`src/rtl/div_pkg.sv`:
```
// Shared definitions for the sequential divider family: FSM encoding and a width helper.
package div_pkg;

  typedef enum logic [1:0] {
    IDLE = 2'd0,
    CALC = 2'd1,
    DONE = 2'd2
  } div_state_e;

  // Ceiling log2 with a floor of 1, so it is always usable as a counter width.
  function automatic int unsigned clog2(input int unsigned value);
    int unsigned width;
    width = 1;
    while ((64'd1 << width) < 64'(value)) width++;
    return width;
  endfunction

endpackage

```
`src/rtl/div_step.sv`:
```
// One restoring-division iteration: shift in the next dividend bit, trial-subtract the divisor.
module div_step #(
  parameter int unsigned DATAWIDTH = 8
) (
  input  logic [DATAWIDTH-1:0] partial_rem,
  input  logic                 din,
  input  logic [DATAWIDTH-1:0] divisor,
  output logic [DATAWIDTH-1:0] new_rem,
  output logic                 q_bit
);

  localparam int unsigned SW = DATAWIDTH + 1;

  logic [SW-1:0] shifted;

  // The shifted remainder needs DATAWIDTH+1 bits; the kept remainder is always below the
  // divisor, so it fits back into DATAWIDTH bits.
  always_comb begin
    shifted = {partial_rem, din};
    q_bit   = (shifted >= {1'b0, divisor});
    new_rem = q_bit ? DATAWIDTH'(shifted - {1'b0, divisor}) : shifted[DATAWIDTH-1:0];
  end

endmodule

```
`src/rtl/seq_div.sv`:
```
// Multi-cycle restoring divider with a single-pulse start/done handshake.
// Optional build macro: SEQ_DIV_SIGNED_EN selects two's complement operands.
module seq_div
  import div_pkg::*;
#(
  parameter int unsigned DATAWIDTH = 8
) (
  input  logic                 Clk,
  input  logic                 Rst,
  input  logic                 start,
  input  logic [DATAWIDTH-1:0] a,
  input  logic [DATAWIDTH-1:0] b,
  output logic                 busy,
  output logic                 done,
  output logic [DATAWIDTH-1:0] quot,
  output logic [DATAWIDTH-1:0] rem,
  output logic                 div_by_zero
);

  localparam int unsigned CW = clog2(DATAWIDTH);

  div_state_e           state_q, state_d;
  logic [CW-1:0]        cnt_q, cnt_d;
  logic [DATAWIDTH-1:0] dvd_q, dvd_d;   // dividend in, quotient bits shift in from the LSB
  logic [DATAWIDTH-1:0] dvs_q, dvs_d;
  logic [DATAWIDTH-1:0] prem_q, prem_d;
  logic [DATAWIDTH-1:0] a_q, a_d;       // raw dividend, returned as remainder on divide-by-zero
  logic                 bz_q, bz_d;
  logic                 busy_q, busy_d;
  logic                 done_q, done_d;
  logic [DATAWIDTH-1:0] quot_q, quot_d;
  logic [DATAWIDTH-1:0] rem_q, rem_d;
  logic                 dbz_q, dbz_d;
  logic                 accept;

  logic [DATAWIDTH-1:0] step_rem;
  logic                 step_q;
  logic [DATAWIDTH-1:0] a_mag, b_mag;
  logic [DATAWIDTH-1:0] q_res, r_res;

  div_step #(.DATAWIDTH(DATAWIDTH)) u_step (
    .partial_rem (prem_q),
    .din         (dvd_q[DATAWIDTH-1]),
    .divisor     (dvs_q),
    .new_rem     (step_rem),
    .q_bit       (step_q)
  );

`ifdef SEQ_DIV_SIGNED_EN
  logic qneg_q, qneg_d;
  logic rneg_q, rneg_d;

  function automatic logic [DATAWIDTH-1:0] negate(input logic [DATAWIDTH-1:0] x);
    return '0 - x;
  endfunction

  // Core divides magnitudes; signs are fixed up as the result is registered.
  always_comb begin
    a_mag  = a[DATAWIDTH-1] ? negate(a) : a;
    b_mag  = b[DATAWIDTH-1] ? negate(b) : b;
    qneg_d = qneg_q;
    rneg_d = rneg_q;
    if (accept) begin
      qneg_d = a[DATAWIDTH-1] ^ b[DATAWIDTH-1];
      rneg_d = a[DATAWIDTH-1];
    end
    q_res = qneg_q ? negate(dvd_q) : dvd_q;
    r_res = rneg_q ? negate(prem_q) : prem_q;
  end

  // Sign flags of the operation in flight.
  always_ff @(posedge Clk or posedge Rst) begin
    if (Rst) begin
      qneg_q <= 1'b0;
      rneg_q <= 1'b0;
    end else begin
      qneg_q <= qneg_d;
      rneg_q <= rneg_d;
    end
  end
`else
  // Unsigned: operands and results pass straight through.
  always_comb begin
    a_mag = a;
    b_mag = b;
    q_res = dvd_q;
    r_res = prem_q;
  end
`endif

  // Next-state, datapath and output logic.
  always_comb begin
    state_d = state_q;
    cnt_d   = cnt_q;
    dvd_d   = dvd_q;
    dvs_d   = dvs_q;
    prem_d  = prem_q;
    a_d     = a_q;
    bz_d    = bz_q;
    done_d  = 1'b0;
    quot_d  = quot_q;
    rem_d   = rem_q;
    dbz_d   = dbz_q;
    accept  = 1'b0;

    case (state_q)
      IDLE: begin
        accept = start;
      end
      CALC: begin
        prem_d = step_rem;
        dvd_d  = {dvd_q[DATAWIDTH-2:0], step_q};
        cnt_d  = cnt_q - CW'(1);
        if (cnt_q == '0) state_d = DONE;
      end
      DONE: begin
        done_d  = 1'b1;
        quot_d  = bz_q ? '1 : q_res;
        rem_d   = bz_q ? a_q : r_res;
        dbz_d   = bz_q;
        state_d = IDLE;
        accept  = start;
      end
      default: state_d = IDLE;
    endcase

    // A new operation may start from IDLE or straight out of DONE.
    if (accept) begin
      a_d     = a;
      dvd_d   = a_mag;
      dvs_d   = b_mag;
      prem_d  = '0;
      cnt_d   = CW'(DATAWIDTH - 1);
      bz_d    = (b == '0);
      state_d = (b == '0) ? DONE : CALC;
    end

    busy_d = (state_d == CALC);
  end

  // State and datapath registers.
  always_ff @(posedge Clk or posedge Rst) begin
    if (Rst) begin
      state_q <= IDLE;
      cnt_q   <= '0;
      dvd_q   <= '0;
      dvs_q   <= '0;
      prem_q  <= '0;
      a_q     <= '0;
      bz_q    <= 1'b0;
      busy_q  <= 1'b0;
      done_q  <= 1'b0;
      quot_q  <= '0;
      rem_q   <= '0;
      dbz_q   <= 1'b0;
    end else begin
      state_q <= state_d;
      cnt_q   <= cnt_d;
      dvd_q   <= dvd_d;
      dvs_q   <= dvs_d;
      prem_q  <= prem_d;
      a_q     <= a_d;
      bz_q    <= bz_d;
      busy_q  <= busy_d;
      done_q  <= done_d;
      quot_q  <= quot_d;
      rem_q   <= rem_d;
      dbz_q   <= dbz_d;
    end
  end

  assign busy        = busy_q;
  assign done        = done_q;
  assign quot        = quot_q;
  assign rem         = rem_q;
  assign div_by_zero = dbz_q;

endmodule
```
`config.mk`:
```
export PLATFORM = sky130hd
export DESIGN_NAME = seq_div
export DESIGN_NICKNAME = d
export VERILOG_FILES = /design/src/rtl/div_pkg.sv /design/src/rtl/div_step.sv /design/src/rtl/seq_div.sv
export SDC_FILE = /design/constraint.sdc
export NUM_CORES = 1
export LEC_CHECK = 0
export ABC_AREA = 1
export CORE_AREA = 2 2 73 144
export DETAILED_ROUTE_END_ITERATION = 8
export DIE_AREA = 0 0 75 146
export PLACE_DENSITY = 0.59
export SETUP_SLACK_MARGIN = 0.4
export SYNTH_ARGS = -nofsm -noshare
export SYNTH_HDL_FRONTEND = slang
export SYNTH_SLANG_ARGS = --single-unit
```
`constraint.sdc`:
```
create_clock -name Clk -period 3.8 [get_ports Clk]
set_clock_uncertainty 0.15 [all_clocks]
set_input_delay 0.76 -clock Clk [delete_from_list [all_inputs] [get_ports Clk]]
set_output_delay 0.76 -clock Clk [all_outputs]
set_load 0.01 [all_outputs]
```
run_1/metal_density.png
Drawn at 3 px/um. 15 x 29 tiles, from dark blue (low) to red (high), scaled to the fullest tile. Values are wire area over tile area, all layers added.
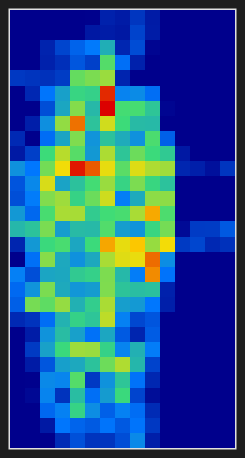
mean over tiles = 0.11
nearly empty tiles = 37%
densest ninth of the die = centre
tiles over half the peak = 17%

run_1/layer_met3.png
Drawn at 4 px/um.
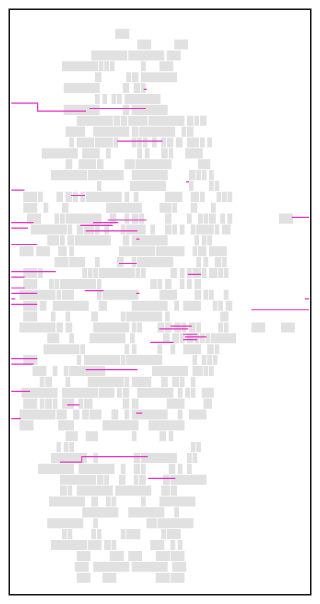
nets with wire on the layer = 33
share of all routed wire = 3.4%

==> CHANGELOG.md, run 1 <==
### Physical design

- Status: finished clean
- Max_cap viols: 0
- Detail Route Antenna Nets: 0
- Adder Share, Synth: 0.0501
- Clk pwr share: 0.214
- CTS max path bufs: 2
- Max_slew headroom: 0.510
- Worst VDD drop: 0.410 mV
- Global-route wire length before repair: approximately 12000 um
- DR DRC count: 0
- P_leak: 0.00183 uW
- Simple Share, Synth: 0.246
- Count leader, synth: nand2_1
- Sequential standard cell area: between 1000 and 1500 um^2
- Final setup TNS: 0 ns
- Ys async rst share: 1.00
- Worst skew pair latency: 0.32 ns
- Hold path endpoint: quot[0]$_DFFE_PP0P_
- Seq area share: 0.386
- P_clk: ~770 uW
- Routed WL per cell: 14.5 um
- Hold WC Path Type: reg2reg
- Floorplan Nets: 380
- Fin crit period: roughly 2.2 ns
- CTS Buf Count: 9
- Total Wirelength: between 7000 and 8000 um
- Tot Pwr: approximately 3600 uW
- Global routing's busiest layer: met2
- Logic gate share of total power: 0.482
- Clock transition at path regs: 0.05 ns
- Violation tally from detailed-route iteration zero: ~120
- DR vias: roughly 2400
- Mapped Area: between 2000 and 3000 um^2
- Top non-seq family: simple AND/OR/NAND/NOR gates
- Tapcells: 132
- Flip-flops with a built-in enable: 0
- Pwr dens: just under 1000 nW/um^2
- Die width: roughly 75 um
- Root Buffer Master: clkbuf_16
- Syn. warnings: 0
- Initial antenna violation count: 0
- Combinational power: around 1700 uW
- Ratio of cells with drive above 1 in the final layout: 0.0905
- Post-synth seq share: 0.493
- Most used flip-flop cell: dfrtp_1
- Post-Syn Instances: roughly 350
- Inverters: 59
- Tool warnings: 26
- Critical Path Sink Type: register
- Cycle use final: 0.580
- Post-detail-place hpwl: ~5900 um
- R2r endpoint: prem_q[4]$_DFFE_PP0P_
- Cell taking the most area after synthesis: dfrtp_1
- Hold Path Cell Cnt: 2
- Clk sinks: roughly 57
- IO buf count: 37
- Number of gates resized after cts: 0
- Commonest cells in the netlist: 92 x nand2_1, 57 x dfrtp_1, 54 x inv_1
- Largest class: flip-flops and latches
- Aoi share: 0.106
- #FFs+latches synth: 57
- Hold Vio Cnt, Final: 0
- Required @ worst endpoint: roughly 3.8 ns
- Buffers excl. clock: about 40
- Post-layout nets: approximately 420
- Critical path launch point type: primary input
- Comb area share: 0.323
- CP cell instances: clkdlybuf4s50_1, nand2_2, nand2_4, inv_2, nand2_1, o211ai_1
- Worst reg-to-reg path cell count: 8
- Postcts setup bufs: 0
- Yosys stat cell total: between 300 and 400
- Critical Path Fanout Max: 36
run_1/congestion.png
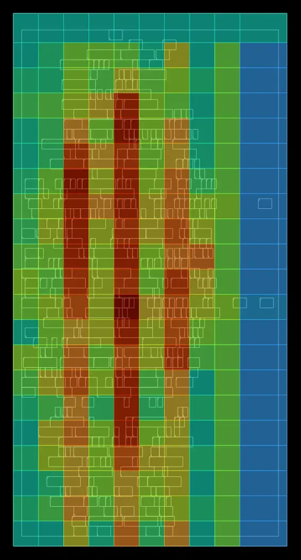
Tot GR Track Use: 0.151
grt met3 use: 0.0270
Final Core Density: 0.378

==> run 1: cells in the final DEF, fill, tap and decap left out, drive strengths merged, types with 7 or more instances in the layout <==
cell           Yosys  final
nand2             94     94
inv               58     58
dfrtp             57     57
clkdlybuf4s50      0     37
o21ai             32     32
nand3             28     28
nor2              28     28
clkbuf             1     14
ha                10     10
a21oi             10     10
o221ai             7      7
==> run 1: metal layers <==
metal | wire length, um | up-vias
li1 | - | 1200
met1 | 2790 | 1171
met2 | 4430 | 59
met3 | 256 | 13
met4 | 187 | 0
met5 | 0 | -
==> run 1: how the worst max path moves through the flow <==
stage,end,slack [ns],cells after the start
5_1_grt,dvd_q[0]$_DFFE_PP0P_,1.46,6
6_report,dvd_q[0]$_DFFE_PP0P_,1.60,6
3_3_place_gp,dvd_q[0]$_DFFE_PP0P_,1.33,6
4_1_cts,state_q[0]$_DFF_PP0_,1.62,6
2_1_floorplan,a_q[0]$_DFFE_PP0P_,1.49,1
3_5_place_dp,state_q[0]$_DFF_PP0_,1.28,6
==> run 1: worst register-to-register path: cells and delay by family (launching register included) <==
| family | cells | cell delay, ns |
|---|---|---|
| adders and majority gates | 1 | 0.37 |
| and+or+nand+nor | 6 | 0.81 |
| AOI/OAI and AO/OA | 1 | 0.19 |
| DFF | 1 | 0.42 |
==> run 1: registers in the layout, indices dropped and copies added, names as in the netlist <==
name,cells
dvd_q,8
busy,1
done,1
rem,8
quot,8
div_by_zero,1
a_q,8
bz_q,1
prem_q,8
state_q,2
cnt_q,3
dvs_q,8
==> run 1: metrics by stage <==
stage	setup WS, ns	hold WS [ns]	area (um^2)
finish	1.60	0.324	3690
global route	1.46	0.363	3690
CTS	1.62	0.334	3690
detailed placement	1.28	0.319	3400
global placement	1.33	0.309	3400
floorplan	1.49	0.300	2900
run_1/layer_met2.png
Drawn at 4 px/um.
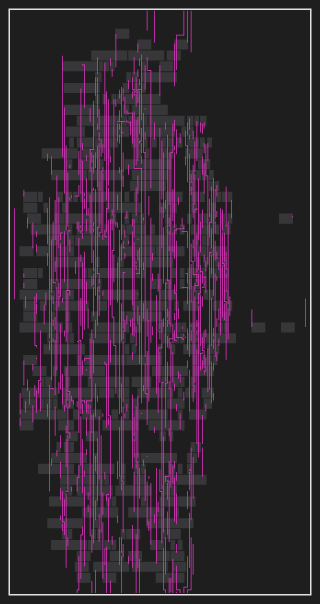

==> run 2: changes to the inputs <==
==> constraint.sdc (replaced) <==
create_clock -name Clk -period 2.1 [get_ports Clk]
set_clock_uncertainty 0.15 [all_clocks]
set_input_delay 0.42 -clock Clk [delete_from_list [all_inputs] [get_ports Clk]]
set_output_delay 0.42 -clock Clk [all_outputs]
set_load 0.01 [all_outputs]
run_2/layer_met2.png
Drawn at 4 px/um.
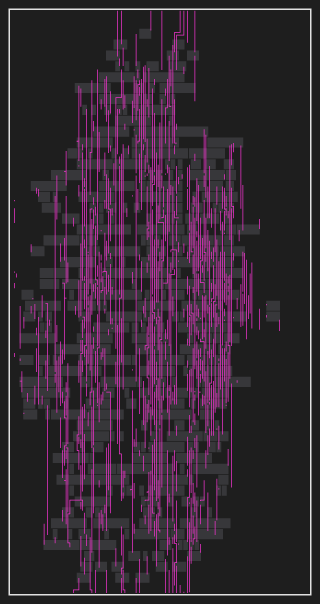
longest straight run = 62.7 um
nets with wire on the layer = 371
share of all routed wire = 57%
main direction = vertical

==> run 2 against run 1 <==
Compared with the run above:
- die size unchanged
- core utilization grew 4.9 points
- combinational power increased to 2.5 times the previous value
- first-iteration DRC count up 7.6%
- synthesized cell count did not move
- area after synthesis is the same
==> CHANGELOG.md, run 2 <==
### Physical design

- Post-synth seq share: 0.493 (unchanged)
- Floorplan Nets: 380 (unchanged)
- PnR worst setup slack: 0.298 ns (-1.30 ns)
- Clk pwr share: 0.185 (-0.029)
- Pwr dens: 1870 nW/um^2 (+92%)
- Ratio of cells with drive above 1 in the final layout: 0.265 (+0.175)
- Tot GR Track Use: 0.164 (+0.0130)
- Top cells excl fill/tap: 79 x nand2_1, 55 x dfrtp_1, 45 x inv_1
- Mapped Area: 2900 um^2 (unchanged)
- Max_cap viols: 0 (unchanged)
- WHS: 0.256 ns (-0.0680 ns)
- Critical Path Sink Type: register
- Post-Place Cell Area: 3450 um^2 (+1.4%)
- DR DRC count: 0 (unchanged)
- CP peak stage delay: between 0.4 and 0.5 ns
- Yosys stat cell total: 350 (unchanged)
- Clock transition at path regs: 0.05 ns (about the same)
- R2r endpoint: prem_q[4]$_DFFE_PP0P_
- CTS max path bufs: 2 (unchanged)
- Worst Setup EP: prem_q[4]$_DFFE_PP0P_
- Tool warnings: 28 (+7.7%)
- Crit. path cell count: 9 (+3)
- Tot Pwr: 7800 uW (+120%)
- CP cell instances: ha_4, fa_2, inv_2, nand3_2, nand3_2, xnor2_2, nand2_1, nand3_1, nand2_1
- Logic gate share of total power: 0.566 (+0.084)
- P_leak: 0.00202 uW (+10%)
- Post-Syn Instances: 350 (unchanged)
- Violation tally from detailed-route iteration zero: 127 (+7.6%)
- Fin crit period: 1.80 ns
- Total Wirelength: 8150 um (+6.4%)
- Initial antenna violation count: 0 (unchanged)
- Post-detail-place hpwl: 5750 um (-2.1%)
- DR vias: 2555 (+4.6%)
- Most used flip-flop cell: dfrtp_1
- Hold Vio Cnt, Final: 0 (unchanged)
- Worst reg-to-reg path cell count: 9 (+1)
- FMAX: 0.555 GHz
- Worst VDD drop: 0.781 mV (+91%)
- Final setup TNS: 0 ns (unchanged)
- Die width: 75 um (unchanged)
- Count leader, synth: nand2_1
- Cycle use final: 0.858
- Post-layout instance area: 4170 um^2 (+13%)
- Critical path launch point type: register
- Post-layout nets: 447 (+5.7%)
- Flip-flops with a built-in enable: 0 (unchanged)
- #FFs+latches synth: 57 (unchanged)
- CTS Buf Count: 9 (unchanged)
- Global-route wire length before repair: 13500 um (+9.4%)
- Required @ worst endpoint: 2.16 ns (-1.67 ns)
- Routed WL per cell: 14.7 um (+1.8%)
- Most numerous logic cell after layout: nand2_1
- Dpl ws: 0.132 ns (-1.15 ns)
- Root Buffer Master: clkbuf_16
- Clk sinks: 57 (unchanged)
- Max_slew headroom: 0.773 (+0.263)
- Detail Route Antenna Nets: 0 (unchanged)
- Ys async rst share: 1.00 (unchanged)
- Final Core Density: 0.427 (+0.0493)
- Worst skew pair latency: 0.32 ns (about the same)
- IO buf count: 37 (unchanged)
- Syn. warnings: 0 (unchanged)
- Status: finished clean
- Cell taking the most area after synthesis: dfrtp_1
- Commonest cells in the netlist: 92 x nand2_1, 57 x dfrtp_1, 54 x inv_1
- Critical Path Fanout Max: 2 (-94%)
run 2: cell count changes in the layout (fill, tap and decap cells not counted), sizes merged, moves of 2 or more:
cell / before / now
dlygate4sd2: 0 / 19
clkdlybuf4s50: 37 / 18
clkinv: 3 / 1
clkinvlp: 0 / 4
buf: 3 / 26
clkbuf: 14 / 12
run 2: area by class of cell:
class                      count  area [um^2]
fill                         950         5590
multi-input combinational    227         1490
sequential                    57         1430
timing repair buffer          63          562
clock buffer                  12          246
inverter                      59          225
tap                          132          165
clock inverter                 4         52.6
run 2: repair_timing:
| action | in CTS | in global routing |
|---|---|---|
| setup endpoints to repair | 28 | 9 |
| cloned | 1 | 0 |
| resized | 76 | 8 |
| setup buffers | 12 | 7 |
| pin swaps | 20 | 13 |
run 2: power by group through the flow:
stage	Sequential, uW	Clock (uW)	Combinational [uW]
3_3_place_gp	1940	0	3150
6_report	1940	1440	4420
2_1_floorplan	1930	0	2270
4_1_cts	1940	1460	4060
3_5_place_dp	1940	0	3210
5_1_grt	2000	1510	4940
run 2: logic make-up (layout without fill, tap and decap cells):
logic type	count (synthesis)	after routing	synth area share
xor gates and xnor gates	3	3	0.00908
adders and majority gates	11	11	0.0501
AOI/OAI and AO/OA	52	52	0.106
buffers and inverters	67	138	0.0959
and+or+nand+nor	160	161	0.246
DFF	57	57	0.493
run 2: routing by layer:
| metal | vias up | wire, um | GRT usage |
|---|---|---|---|
| met5 | - | 0 | 0 |
| met4 | 0 | 526 | 0.104 |
| met3 | 33 | 173 | 0.0229 |
| met2 | 61 | 4630 | 0.291 |
| met1 | 1211 | 2820 | 0.170 |
| li1 | 1250 | - | - |
run_2/metal_density.png
Drawn at 3 px/um. 15 x 29 tiles, from dark blue (low) to red (high), scaled to the fullest tile. Values are wire area over tile area, all layers added.
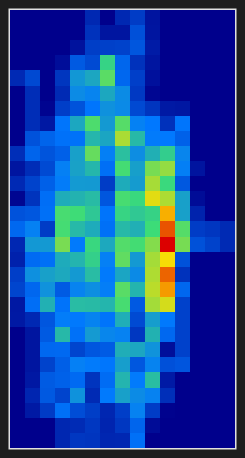

==> run 3: changes to the inputs <==
--- a/config.mk
+++ b/config.mk
@@ -9,7 +9,7 @@
 export CORE_AREA = 2 2 73 144
 export DETAILED_ROUTE_END_ITERATION = 8
 export DIE_AREA = 0 0 75 146
-export PLACE_DENSITY = 0.59
+export PLACE_DENSITY = 0.61
 export SETUP_SLACK_MARGIN = 0.4
 export SYNTH_ARGS = -nofsm -noshare
 export SYNTH_HDL_FRONTEND = slang
==> constraint.sdc (replaced) <==
create_clock -name Clk -period 1.6 [get_ports Clk]
set_clock_uncertainty 0.15 [all_clocks]
set_input_delay 0.32 -clock Clk [delete_from_list [all_inputs] [get_ports Clk]]
set_output_delay 0.32 -clock Clk [all_outputs]
set_load 0.01 [all_outputs]
run_3/metal_density.png
Drawn at 3 px/um. 15 x 29 tiles, from dark blue (low) to red (high), scaled to the fullest tile. Values are wire area over tile area, all layers added.
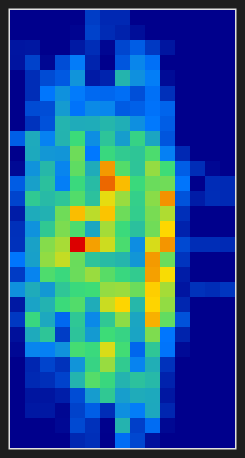
fullest tile = 0.64
mean over tiles = 0.15
tiles over half the peak = 16%
emptiest ninth of the die = north-east
nearly empty tiles = 31%
densest ninth of the die = centre

==> run 3 against run 2 <==
Compared with the run above:
- the flow now finishes with violations (setup timing)
- area after synthesis unchanged
- register-to-register slack lost 0.52 ns
- combinational power rose by 81%
- non-clock buffer count grew 59
- count of clock-buffer cells in the layout up 1
- synthesized cell count is the same
- critical path depth rose by 1
- sequential cell count unchanged
- final cell count rose by 11%
- critical path type unchanged
- largest power group unchanged
==> CHANGELOG.md, run 3 <==
### Physical design

- Commonest cells in the netlist: 92 x nand2_1, 57 x dfrtp_1, 54 x inv_1
- Cell taking the most area after synthesis: dfrtp_1
- Clk pwr share: 0.141 (-0.044)
- YS chip area: about 2900 um^2
- Mapped Area: 2900 um^2 (unchanged)
- Logic gate share of total power: 0.647 (+0.081)
- Core area: around 9800 um^2
- Clock transition at path regs: 0.05 ns (about the same)
- Worst skew pair latency: 0.33 ns (about the same)
- Required @ worst endpoint: 1.71 ns (-0.45 ns)
- Data arrival, critical path: between 1.5 and 2 ns
- Status: finished with violations
- Dpl ws: -0.301 ns (-0.433 ns)
- Root Buffer Master: clkbuf_16
- IO buf count: 37 (unchanged)
- Post-synth seq share: 0.493 (unchanged)
- Avg Inst Size Synth: 8.27 um^2
- Worst reg-to-reg path cell count: 10 (+1)
- Antenna cells: 0
- Syn. warnings: 0 (unchanged)
- Reg-to-Reg Start: prem_q[3]$_DFFE_PP0P_
- Flop pwr share: 0.212
- Critical Path Sink Type: register
- P_leak: 0.00246 uW (+22%)
- Row Count: 51
- Fillers: 810 (-15%)
- Max_slew headroom: 0.798 (+0.0247)
- Most used flip-flop cell: dfrtp_1
- Final Setup Violations: 9
- Ratio of cells with drive above 1 in the final layout: 0.541 (+0.275)
- Net Sw Frac: 0.430
- CTS HTree Levels: 3
- Hold WC Path Type: in2reg
- CTS max path bufs: 2 (unchanged)
- Die width: 75 um (unchanged)
- Cells after DPL: around 550
- Setup crit start: prem_q[3]$_DFFE_PP0P_
- Post-detail-place hpwl: 6280 um (+9.3%)
- Fin cells: between 600 and 700
- Top cells excl fill/tap: 57 x buf_4, 55 x dfrtp_1, 49 x nand2_1
- Fin crit period: 1.82 ns (+0.0156 ns)
- Detail Route Antenna Nets: 0 (unchanged)
- Flip-flops with a built-in enable: 0 (unchanged)
- CTS Buf Count: 9 (unchanged)
- RSZ-0062 raised after global routing: true
- Tot Pwr: 12400 uW (+59%)
- FP Core Util: 0.297
- Routed WL per cell: 16.6 um (+13%)
- Worst VDD drop: 1.15 mV (+48%)
- Clk sinks: 57 (unchanged)
- Post-layout nets: 506 (+13%)
- Critical Path Fanout Max: 8 (+6)
- Global-route wire length before repair: 15200 um (+13%)
- Floorplan Nets: 380 (unchanged)
- DR DRC count: 0 (unchanged)
- FMAX: 0.550 GHz (-0.86%)
- Largest type area fraction: 0.493
- Gr ovfl total: 0
- Tool warnings: 29 (+3.6%)
- Worst-margin pin slew: about 0.3 ns
- Hold Path Cell Cnt: 3
- Net switching power: about 5300 uW
- Yosys stat cell total: 350 (unchanged)
- Hold Vio Cnt, Final: 0 (unchanged)
- GP Congestion: slightly below 0.9
- Violation tally from detailed-route iteration zero: 141 (+11%)
- Vias per Instance: 4.82
- Cycle use final: 1.14 (+0.278)
- Ys async rst share: 1.00 (unchanged)
- Sequential standard cell area: 1430 um^2 (unchanged)
- #FFs+latches synth: 57 (unchanged)
- DIE HEIGHT: roughly 150 um
- Most numerous logic cell after layout: buf_4
- Post-layout instance area: 5120 um^2 (+23%)
- Largest net degree at the start of global routing: 32
- Hold_sp: b[6]
- Final setup TNS: -1.71 ns (-1.71 ns)
- Die area: ~11000 um^2
- Count of pins over their slew limit: 0
- Int Power: around 7000 uW
- CTS Hold Bufs: 0
- Final Core Density: 0.524 (+0.0970)
- Worst Setup EP: prem_q[2]$_DFFE_PP0P_
- WS Path Type: reg2reg
- Hold path endpoint: dvs_q[6]$_DFFE_PP0P_
- Critical path launch point type: register
- P&R area growth vs syn: 76.8%
- R2r endpoint: prem_q[2]$_DFFE_PP0P_
- First-pass detailed-route iteration total: 4
- Initial antenna violation count: 0 (unchanged)
- P_clk: 1750 uW (+22%)
- Count leader, synth: nand2_1
- Total Wirelength: 10200 um (+25%)
- Post-Place Cell Area: 3810 um^2 (+10%)
- Reg2reg setup slack: -0.22 ns
- Vias in the first global route: between 3000 and 4000
- Pwr dens: 2420 nW/um^2 (+29%)
- DR vias: 2955 (+16%)
- Max power group: combinational cells
- Logic area: 1850 um^2 (+24%)
- Post-Syn Instances: 350 (unchanged)
- Failing checks: setup timing
- Cell area leaders: dfrtp_1 49%, nand2_1 12%, inv_1 7.0%
- Count of cell types in the netlist: 33
- Combinational power: 8010 uW (+81%)
- WHS: 0.0980 ns (-0.158 ns)
- Max_cap viols: 0 (unchanged)
- Ports: 38
- CTS tree: built
- Seq group: 2630 uW (+36%)
- PnR worst setup slack: -0.218 ns (-0.516 ns)
- Tot GR Track Use: 0.187 (+0.0230)
[run 3: cell types whose count changed in the layout (fill, tap and decap cells not counted), moves of 12 or more]
cell	previous run	this run
buf_2	0	18
buf_4	23	57
buf_6	2	18
dlygate4sd2_1	19	1
nand2_1	79	49
nand2_2	12	28
nand2_4	3	15
o21ai_0	32	4
o21ai_1	0	14
o21ai_2	0	13
[run 3: kinds of logic (layout without fill, tap and decap cells)]
family                     Yosys count  count (layout)  share of synthesized area
xor gates and xnor gates             3               3                    0.00908
buffers and inverters               67             197                     0.0959
adders and majority gates           11              11                     0.0501
DFF                                 57              57                      0.493
AOI/OAI and AO/OA                   52              52                      0.106
and+or+nand+nor                    160             161                      0.246
[run 3: area by class of cell]
cell class	count	area share
inverters	59	0.0494
repair buffers	122	0.225
clock inverters	3	0.00293
clock buffers	13	0.0508
multi-input cells	227	0.361
flip-flops and latches	57	0.279
well taps	132	0.0323
[run 3: what timing repair did]
item / 4_1_cts / 5_1_grt
gates cloned: 6 / 0
endpoints found under the hold margin: 0 / 0
setup endpoints to repair: 75 / 76
pin swaps: 38 / 44
resized: 218 / 68
setup buffers: 25 / 18
[run 3: worst max-delay path, cell delays in order (launching register included)]
cell and delay, ns:
dfrtp_1 0.43, ha_4 0.32, nand2_1 0.07, nand2_1 0.08
inv_1 0.06, buf_4 0.14, nand3_4 0.07, nand3_4 0.17
nand3_2 0.13, nand3_2 0.07, nand2_1 0.07
[run 3: per-layer routing]
layer | wire length, um | GRT usage | vias up
met4 | 637 | 0.109 | 0
met3 | 380 | 0.0298 | 41
met2 | 5860 | 0.342 | 91
met5 | 0 | 0 | -
met1 | 3290 | 0.186 | 1444
li1 | - | - | 1379
No activity file was given, so power comes from the tool's default toggle rates.
